### Placement density heat map

(4 px per micron) The die is cut into 7 by 7 equal tiles; dark purple is low, yellow is high, 0 to 100% covered.
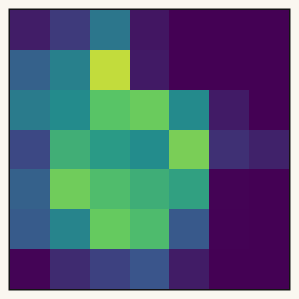
### Sequential cells grouped by signal name

(6 px per micron)
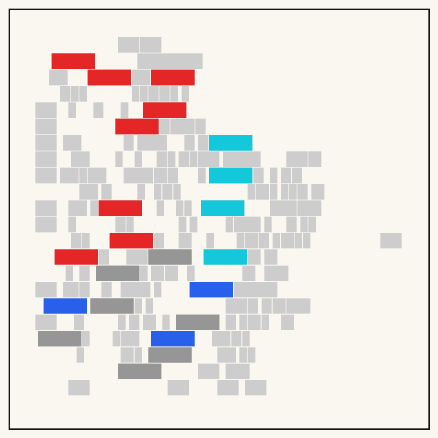
### The clock network

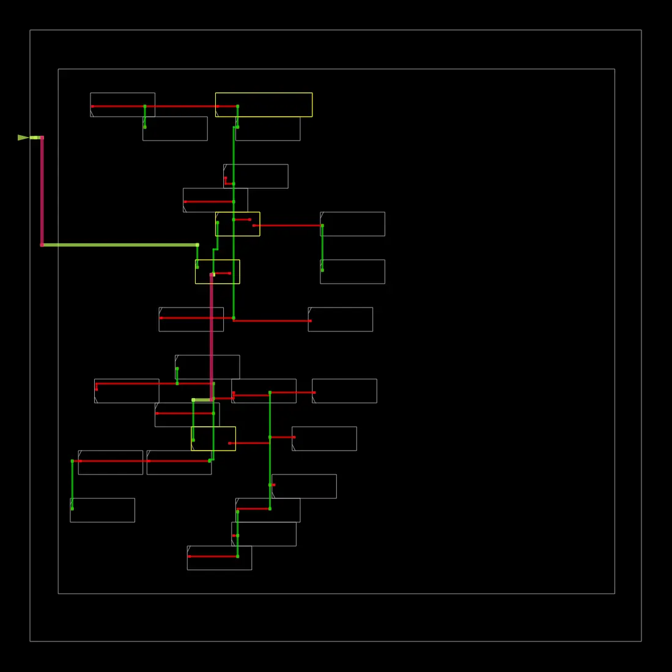
Design uart_tx_ctrl, sky130hd; sources not shown.
==> impl_metrics.yaml <==
# yosys + openroad results
outcome:
  status: "complete, no violations"
grt:
  top_usage_layer: "met2"
  grt_use_met3: 0.0159
  overflow: 0
worst_setup_path:
  start_kind: "flip-flop"
  cp.required_ps: 2700
  crit_chain: "nor2_1 > nand2_1 > inv_2 > clkdlybuf4s50_1"
floorplan:
  die_w_microns: 69.7
  die_area_sq_um: 4860
  die_y_microns: 69.7
power_and_ir_drop:
  p_leak_uw: 0.000575
  power_switching_uw: 159
  ir_worst_vdd_v: 0.000213
  p_per_area_nw_per_um2: 433
  pwr-share-seq: 0.442
  combPwrFrac: 0.187
yosys:
  synth-edff-count: 0
  ys_sh_aoi: 0.102
  syn_area_per_cell_sq_um: 7.71
  xor_share: 0.0647
  ys_cells: 158
clock_tree:
  cts_buffer_depth: 2
min_path:
  hold_class: "flip-flop to flip-flop"
sta:
  slew_headroom: 0.531
placed_design:
  gp_congestion: 0.792
## Picture notes: 'Placement density heat map'
mean over tiles	29%
densest ninth of the die	middle
emptiest ninth of the die	top right
fullest tile	91%
Core Region: 3800 sq um
post-layout util: 0.392
core utilization at floorplan: 0.321

## Picture notes: 'Sequential cells grouped by signal name'
colour	netlist name	placed flops
cyan	r_bit_cnt	4
blue	r_state	3
red	r_data	8
sequential cell area: 440 sq um
seq pwr: 285 uW

## Picture notes: 'The clock network'
Worst-Skew Late Latency: 260 ps
clock group total power: 239 uW
clock sinks: 22
CLK BUF: 3
Num CTS Buffers: 3

critical path: cells and delay by family, from the launching register on:
family,cells,cell delay (ps)
flops,1,410
simple gates,2,300
buf+inv,2,600
kinds of logic (layout without fill, tap and decap cells):
kind of cell    count (synthesis)  after routing
compound gates                 21             21
simple gates                   87             87
flops                          22             22
buf+inv                        18             35
fa+ha+maj                       1              1
xor+xnor                        9              9
layer usage:
layer,up-vias,share of wire
met4,0,0.012
met3,4,0.035
li1,547,-
met5,-,0
met1,438,0.51
met2,18,0.44
placed cells by master (no fill, tap or decap), types with 3 or more instances in the layout:
cell type,Yosys,final
xnor2_1,5,5
inv_2,4,4
nand2_2,8,8
xor2_1,4,4
clkbuf_8,0,3
dfxtp_1,22,22
clkdlybuf4s50_1,0,17
inv_1,9,9
a21oi_1,13,13
nor2_1,7,7
nand3_1,17,17
nor2_4,3,3
nand2_1,37,37
nor2_2,5,5
nand3_2,3,3
cell type report:
| cell class | instances | area (sq um) | share of cell area |
|---|---|---|---|
| Tap cell | 48 | 60.1 | 0.0403 |
| Multi-Input combinational cell | 118 | 693 | 0.465 |
| Inverter | 14 | 55.1 | 0.0369 |
| Timing Repair Buffer | 17 | 170 | 0.114 |
| Clock inverter | 1 | 30.0 | 0.0202 |
| Sequential cell | 22 | 440 | 0.296 |
| Clock buffer | 3 | 41.3 | 0.0277 |
power groups by stage:
stage | Sequential (uW) | Combinational, uW | Clock [uW]
global route | 288 | 136 | 256
detailed placement | 291 | 122 | 0
finish | 285 | 121 | 239
CTS | 285 | 122 | 244
floorplan | 289 | 86.7 | 0
global placement | 291 | 122 | 0
stage by stage:
step	setup WS, ps	hold slack (ps)	util	instance area, sq um	power [uW]
final	1120	273	0.392	1490	645
after global routing	1020	301	0.392	1490	679
after CTS	1120	274	0.392	1490	651
after detailed placement	1310	260	0.374	1420	413
after global placement	1330	254	0.374	1420	413
after floorplan	1750	237	-	1220	376
No activity file was given, so power comes from the tool's default toggle rates.
